==> config.mk <==
export PLATFORM = sky130hd
export DESIGN_NAME = rgb_to_luma
export DESIGN_NICKNAME = d
export VERILOG_FILES = /design/src/rtl/rgb_to_luma_pkg.sv /design/src/rtl/rgb_to_luma_ctrl_delay.sv /design/src/rtl/rgb_to_luma.sv
export SDC_FILE = /design/constraint.sdc
export NUM_CORES = 1
export LEC_CHECK = 0
export CAP_MARGIN = 10
export CORE_MARGIN = 1.5
export CORE_UTILIZATION = 26
export CTS_BUF_LIST = sky130_fd_sc_hd__clkbuf_16
export DETAILED_ROUTE_END_ITERATION = 7
export PLACE_DENSITY = 0.45
export SKIP_CTS_REPAIR_TIMING = 1
export SYNTH_ARGS = -nofsm -noshare
export SYNTH_HDL_FRONTEND = slang
export SYNTH_HIERARCHICAL = 1
export SYNTH_SLANG_ARGS = --single-unit
export TNS_END_PERCENT = 100
==> constraint.sdc <==
create_clock -name clk -period 4.6 [get_ports clk]
set_clock_uncertainty 0.05 [all_clocks]
set_input_delay 0.46 -clock clk [delete_from_list [all_inputs] [get_ports clk]]
set_output_delay 0.46 -clock clk [all_outputs]
set_load 0.1 [all_outputs]
==> src/rtl/rgb_to_luma_pkg.sv <==
// Shared constants, FSM state and control bundle
// for the RGB to luma front end.
package rgb_to_luma_pkg;

  localparam int COEF_R = 77;
  localparam int COEF_G = 150;
  localparam int COEF_B = 29;
  localparam int ROUND  = 128;

  localparam int COL_W = 11;
  localparam int ROW_W = 10;

  typedef enum logic {
    SYNC_WAIT,
    ACTIVE
  } state_t;

  typedef struct packed {
    logic             dv;
    logic             hs;
    logic             vs;
    logic [COL_W-1:0] col;
    logic [ROW_W-1:0] row;
  } ctrl_t;

endpackage

==> src/rtl/rgb_to_luma_ctrl_delay.sv <==
// N-deep shift register that keeps dv/hs/vs and
// pixel position aligned with the luma pipeline.
module ctrl_delay
  import rgb_to_luma_pkg::*;
#(
  parameter int N = 3
) (
  input  logic  clk,
  input  logic  rst,
  input  ctrl_t d,
  output ctrl_t q
);

  ctrl_t sr [N];

  // shift the control bundle one stage per clock
  always_ff @(posedge clk or posedge rst) begin
    if (rst) begin
      for (int i = 0; i < N; i++)
        sr[i] <= '0;
    end else begin
      sr[0] <= d;
      for (int i = 1; i < N; i++)
        sr[i] <= sr[i-1];
    end
  end

  assign q = sr[N-1];

endmodule

==> src/rtl/rgb_to_luma.sv <==
// BT.601 RGB to 8-bit luma, 3-stage pipeline with geometry checks.
// Optional macro RGB_TO_LUMA_TEST_PATTERN_EN adds a col^row pattern.
module rgb_to_luma
  import rgb_to_luma_pkg::*;
#(
  parameter int MAX_COLS = 1600,
  parameter int MAX_ROWS = 900,
  parameter int LATENCY  = 3
) (
  input  logic             clk,
  input  logic             rst,
  input  logic [7:0]       r_i,
  input  logic [7:0]       g_i,
  input  logic [7:0]       b_i,
  input  logic             dv_i,
  input  logic             hs_i,
  input  logic             vs_i,
`ifdef RGB_TO_LUMA_TEST_PATTERN_EN
  input  logic             pattern_en_i,
`endif
  output logic [7:0]       y_o,
  output logic             dv_o,
  output logic             hs_o,
  output logic             vs_o,
  output logic [COL_W-1:0] col_o,
  output logic [ROW_W-1:0] row_o,
  output logic             line_err_o,
  output logic             frame_err_o
);

  if (LATENCY != 3) begin : g_bad_latency
    $error("rgb_to_luma: LATENCY must be 3");
  end

  state_t           state, state_nxt;
  logic             hs_q, vs_q;
  logic             hs_rise, vs_rise;
  logic [COL_W-1:0] col, col_base, col_nxt;
  logic [ROW_W-1:0] row, row_base;
  logic             line_chk;
  logic             line_err_nxt;
  logic             frame_err_nxt;
  logic             active;

  assign hs_rise = hs_i & ~hs_q;
  assign vs_rise = vs_i & ~vs_q;
  assign active  = (state == ACTIVE);

  // state register plus input-side counters and sticky flags
  always_ff @(posedge clk or posedge rst) begin
    if (rst) begin
      state       <= SYNC_WAIT;
      hs_q        <= 1'b0;
      vs_q        <= 1'b0;
      col         <= '0;
      row         <= '0;
      line_err_o  <= 1'b0;
      frame_err_o <= 1'b0;
    end else begin
      state       <= state_nxt;
      hs_q        <= hs_i;
      vs_q        <= vs_i;
      col         <= col_nxt;
      row         <= row_base;
      line_err_o  <= line_err_nxt;
      frame_err_o <= frame_err_nxt;
    end
  end

  // next state, counter update and geometry checks
  always_comb begin
    state_nxt     = state;
    col_base      = col;
    row_base      = row;
    col_nxt       = col;
    line_chk      = 1'b0;
    line_err_nxt  = line_err_o;
    frame_err_nxt = frame_err_o;

    if (state == SYNC_WAIT && vs_rise)
      state_nxt = ACTIVE;

    // a line with no pixels is blanking, not a short line
    line_chk = hs_rise && (col != '0) &&
               (col != COL_W'(MAX_COLS));

    if (vs_rise) begin
      col_base = '0;
      row_base = '0;
    end else if (hs_rise) begin
      col_base = '0;
      if (col != '0 && row != '1)
        row_base = row + 1'b1;
    end

    col_nxt = col_base;
    if (dv_i && active && col_base != '1)
      col_nxt = col_base + 1'b1;

    // vs restarts both flags for the new frame
    if (vs_rise && active) begin
      line_err_nxt  = line_chk;
      frame_err_nxt = (row != ROW_W'(MAX_ROWS));
    end else begin
      line_err_nxt  = line_err_o | line_chk;
    end
  end

  ctrl_t ctrl_d, ctrl_q;

  assign ctrl_d.dv  = dv_i & active;
  assign ctrl_d.hs  = hs_i;
  assign ctrl_d.vs  = vs_i;
  assign ctrl_d.col = col_base;
  assign ctrl_d.row = row_base;

  ctrl_delay #(
    .N (LATENCY)
  ) u_ctrl_delay (
    .clk (clk),
    .rst (rst),
    .d   (ctrl_d),
    .q   (ctrl_q)
  );

  assign dv_o  = ctrl_q.dv;
  assign hs_o  = ctrl_q.hs;
  assign vs_o  = ctrl_q.vs;
  assign col_o = ctrl_q.col;
  assign row_o = ctrl_q.row;

  logic [15:0] p_r, p_g, p_b;
  logic [16:0] s;
  logic        unused_s;

  // weights sum to 256, so s[16] never sets
  assign unused_s = ^{s[16], s[7:0]};

`ifdef RGB_TO_LUMA_TEST_PATTERN_EN
  logic [7:0] pat1, pat2;

  // position pattern travels beside the luma data
  always_ff @(posedge clk or posedge rst) begin
    if (rst) begin
      pat1 <= '0;
      pat2 <= '0;
    end else begin
      pat1 <= col_base[7:0] ^ row_base[7:0];
      pat2 <= pat1;
    end
  end
`endif

  // three-stage multiply, sum, truncate pipeline
  always_ff @(posedge clk or posedge rst) begin
    if (rst) begin
      p_r <= '0;
      p_g <= '0;
      p_b <= '0;
      s   <= '0;
      y_o <= '0;
    end else begin
      p_r <= 16'(COEF_R) * {8'd0, r_i};
      p_g <= 16'(COEF_G) * {8'd0, g_i};
      p_b <= 16'(COEF_B) * {8'd0, b_i};
      s   <= {1'b0, p_r} + {1'b0, p_g} +
             {1'b0, p_b} + 17'(ROUND);
`ifdef RGB_TO_LUMA_TEST_PATTERN_EN
      y_o <= pattern_en_i ? pat2 : s[15:8];
`else
      y_o <= s[15:8];
`endif
    end
  end

endmodule

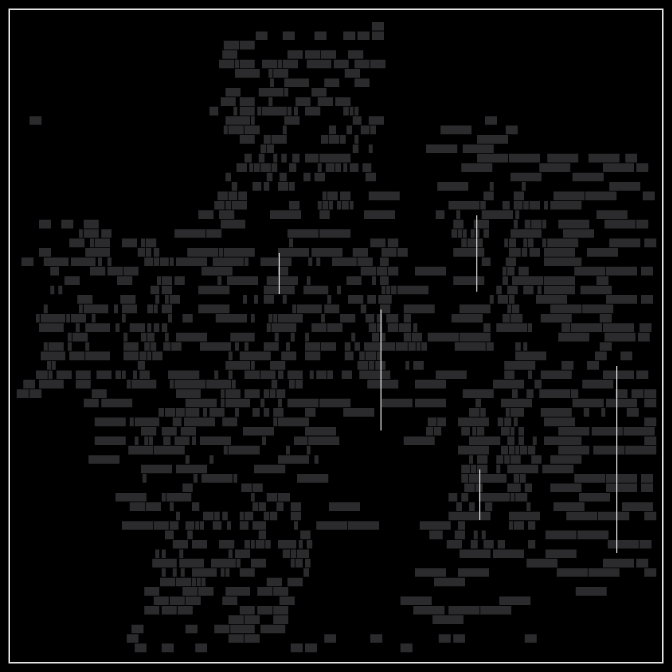
Fig. 1. Met4 routing (run 1).
Cells faint in the background.
- share of all routed wire: 0.84%
- wire length on this layer: 136 um
- main direction: vertical
- longest straight run: 53.7 um
- nets with wire on the layer: 3

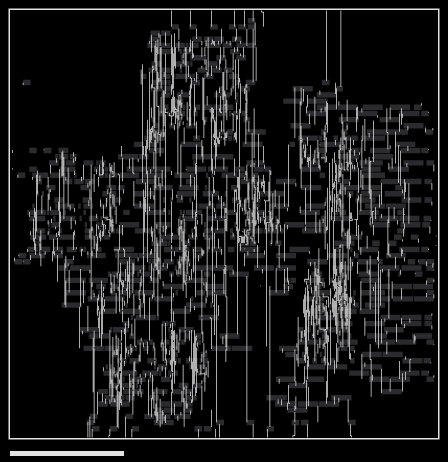
Fig. 2. Met2 routing (run 1).
Scale bar: 50 um. Cells faint in the background.
- wire length on this layer: 8160 um
- main direction: vertical
vias: 5447
final WL: 16.2 mm

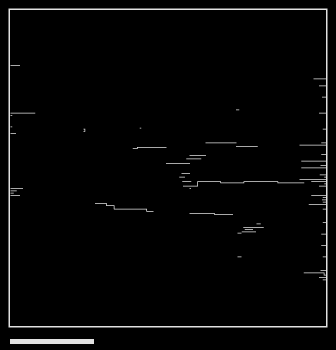
Fig. 3. The metal 3 layer (run 1).
Scale bar: 50 um.
- main direction: horizontal
- share of all routed wire: 2.9%
met3 Usage GRT: 2.50%

==> results.yml, run 1 <==
# implementation run metrics
pwr:
  swShare_pct: 41.3
  largestPowerGroup: "combinational cells"
global_routing:
  busiest_layer: "met2"
  grt_overflow: 0
  grt_antenna_before_repair: 0
critical_path:
  crit_slowest_cell: "clkdlybuf4s50_1"
  crit_buf_inv: 3
  crit_required_ps: 4830
  crit_path_cell_trace: "clkdlybuf4s50_1 > ha_1 > ha_1 > inv_1 > fa_1 > fa_1 > inv_1 > ha_1 > or3_4 > or3_1 > a221oi_2 > o21ai_0"
  crit_family: "adder cells"
  max_stage_delay_ps: 600
  reg2reg_slack_ps: 1600
  timing.rr.start: "p_r[4]"
  crit_cells: 12
logic_synthesis:
  xor_area_share_pct: 3.92
  async_reset_ff_share_pct: 100
  ys_sh_aoi_pct: 7.75
  ys_area_sq_um: 8930
  ys_seq_elements: 157
  synth_area_per_cell_sq_um: 11.3
  syn_area_sq_um: 8930
  synth_cell_type_count: 59
  synth_area_leader_cell: "dfrtp_1"
  ys_seq_share_pct: 44.0
final_timing:
  maxSlewHeadroom_pct: 33.5
  setup_viol: 0
  tns_ps: 0
  final-hold-violation-count: 0
  hold_ws_ps: 296
  drv_slew: 0
  tightest_slew_ps: 994
clock_network:
  htree_levels: 4
  cts_root_buf: "clkbuf_16"
  clockBufferDepth: 2
cells_and_area:
  lay_top_count: "dfrtp_1"
  regMostFlops: "u_ctrl_delay/sr"
  final_cell_area_sq_um: 10600
  logic_gate_count: 481
  sh_comb_area_pct: 41.1
  inverters: 120
  finish.utilization_pct: 31.3
  layout.nonclk_buf_share_pct: 6.30
  n_all_buffers: 68
  fin_nets: 1040
drt:
  wl_met3_um: 476
  dr.pass1.iters: 4
  first_iter_violations: 256
  wl_met1_mm: 7.48
  final_antenna_net_count: 0
floorplan:
  io_pins: 63
hold_path:
  hold_depth: 0
  min_to: "u_ctrl_delay/q[15]"
status:
  status: "completed"
==> run 2, diff against run 1 <==
CELL_PAD_IN_SITES_DETAIL_PLACEMENT = 0   (was not set)
CELL_PAD_IN_SITES_GLOBAL_PLACEMENT = 1   (was not set)
PLACE_DENSITY = 0.52   (was 0.45)
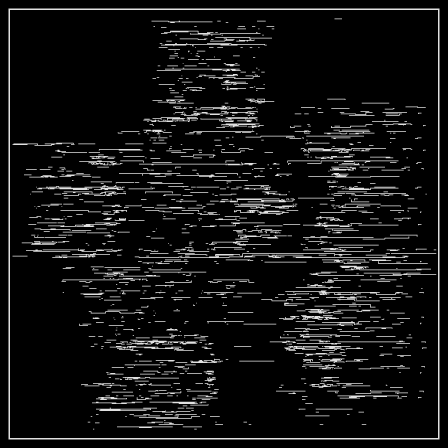
Fig. 4. M1 wires (run 2).
- longest straight run: 47.8 um
- share of all routed wire: 48%
met1 usage: 13.0%
vias: 5377
final WL: 16.6 mm

==> run 2 against run 1 <==
Net effect: critical path depth is the same; clock power is essentially flat; via count shrank 1.3%; non-clock buffer count shrank 1; wire length grew 2.5%; sequential share of layout area is essentially flat; final area is essentially flat; fmax grew 1.1%; total power grew 0.70%; combinational power grew 1%; core utilization is essentially flat.
==> results.yml, run 2 <==
# implementation run metrics
status:
  status: "completed"
logic_synthesis:
  ys_area_sq_um: 8930
  ys_seq_elements: 157
  synth_area_per_cell_sq_um: 11.3
  ys_cells: 790
  edf_count: 0
  ys_seq_share_pct: 44.0
  syn_area_sq_um: 8930
  syn-num-nets: 985
  synth_cell_type_count: 59
  synth_area_leader_cell: "dfrtp_1"
  async_reset_ff_share_pct: 100
  xor_area_share_pct: 3.92
  ys_sh_aoi_pct: 7.75
critical_path:
  cp-startpoint: "r_i[5]"
  crit_family: "adder cells"
  reg2reg_slack_ps: 1570
  crit_path_cell_trace: "clkdlybuf4s50_1 > ha_1 > ha_1 > inv_1 > fa_1 > fa_1 > inv_1 > ha_1 > or3_4 > or3_1 > a221oi_2 > o21ai_0"
  r2r_cells: 10
  crit_slowest_cell: "clkdlybuf4s50_1"
  timing.rr.start: "p_g[4]"
  crit_required_ps: 4840
  crit_cells: 12
  crit_buf_inv: 3
  crit_path_start_kind: "input pin"
  max_stage_delay_ps: 580
pwr:
  swShare_pct: 41.6
  largestPowerGroup: "combinational cells"
  totalPowerFinal_uw: 7040
drt:
  final_antenna_net_count: 0
  highest_layer: "met4"
  met2WireLength_mm: 8.17
  wl_met1_mm: 7.94
  first_iter_violations: 244
  wl_met3_um: 390
  dr.pass1.iters: 5
cells_and_area:
  lay_top_count: "dfrtp_1"
  layout.nonclk_buf_share_pct: 6.23
  largest_reg_flops: 48
  clock_cell_area_share_pct: 5.90
  inverters: 120
  n_all_buffers: 67
  sh_comb_area_pct: 41.1
  stdcell_count: 1305
  logic_gate_count: 481
  final_cell_area_sq_um: 10600
  finish.utilization_pct: 31.3
  fin_nets: 1039
  mi_logic_area_sq_um: 4340
  regMostFlops: "u_ctrl_delay/sr"
final_timing:
  hold_ws_ps: 295
  tns_ps: 0
  drv_slew: 0
  tightest_slew_ps: 1010
  setup_viol: 0
  maxSlewHeadroom_pct: 32.6
  final-hold-violation-count: 0
clock_network:
  htree_levels: 4
  cts_root_buf: "clkbuf_16"
  clockBufferDepth: 2
global_routing:
  grt_use_met3_pct: 2.14
  busiest_layer: "met2"
  grt_antenna_before_repair: 0
  grt_overflow: 0
  grt_max_degree: 54
  grt_first_pass_wirelength_mm: 29.0
placed_design:
  place_area_sq_um: 9940
  gp_routability_congestion: 0.774
hold_path:
  min_path_type: "register to register"
  min_to: "u_ctrl_delay/q[11]"
  hold_depth: 0
floorplan:
  rows: 67
  io_pins: 63
No activity file was given, so power comes from the tool's default toggle rates.
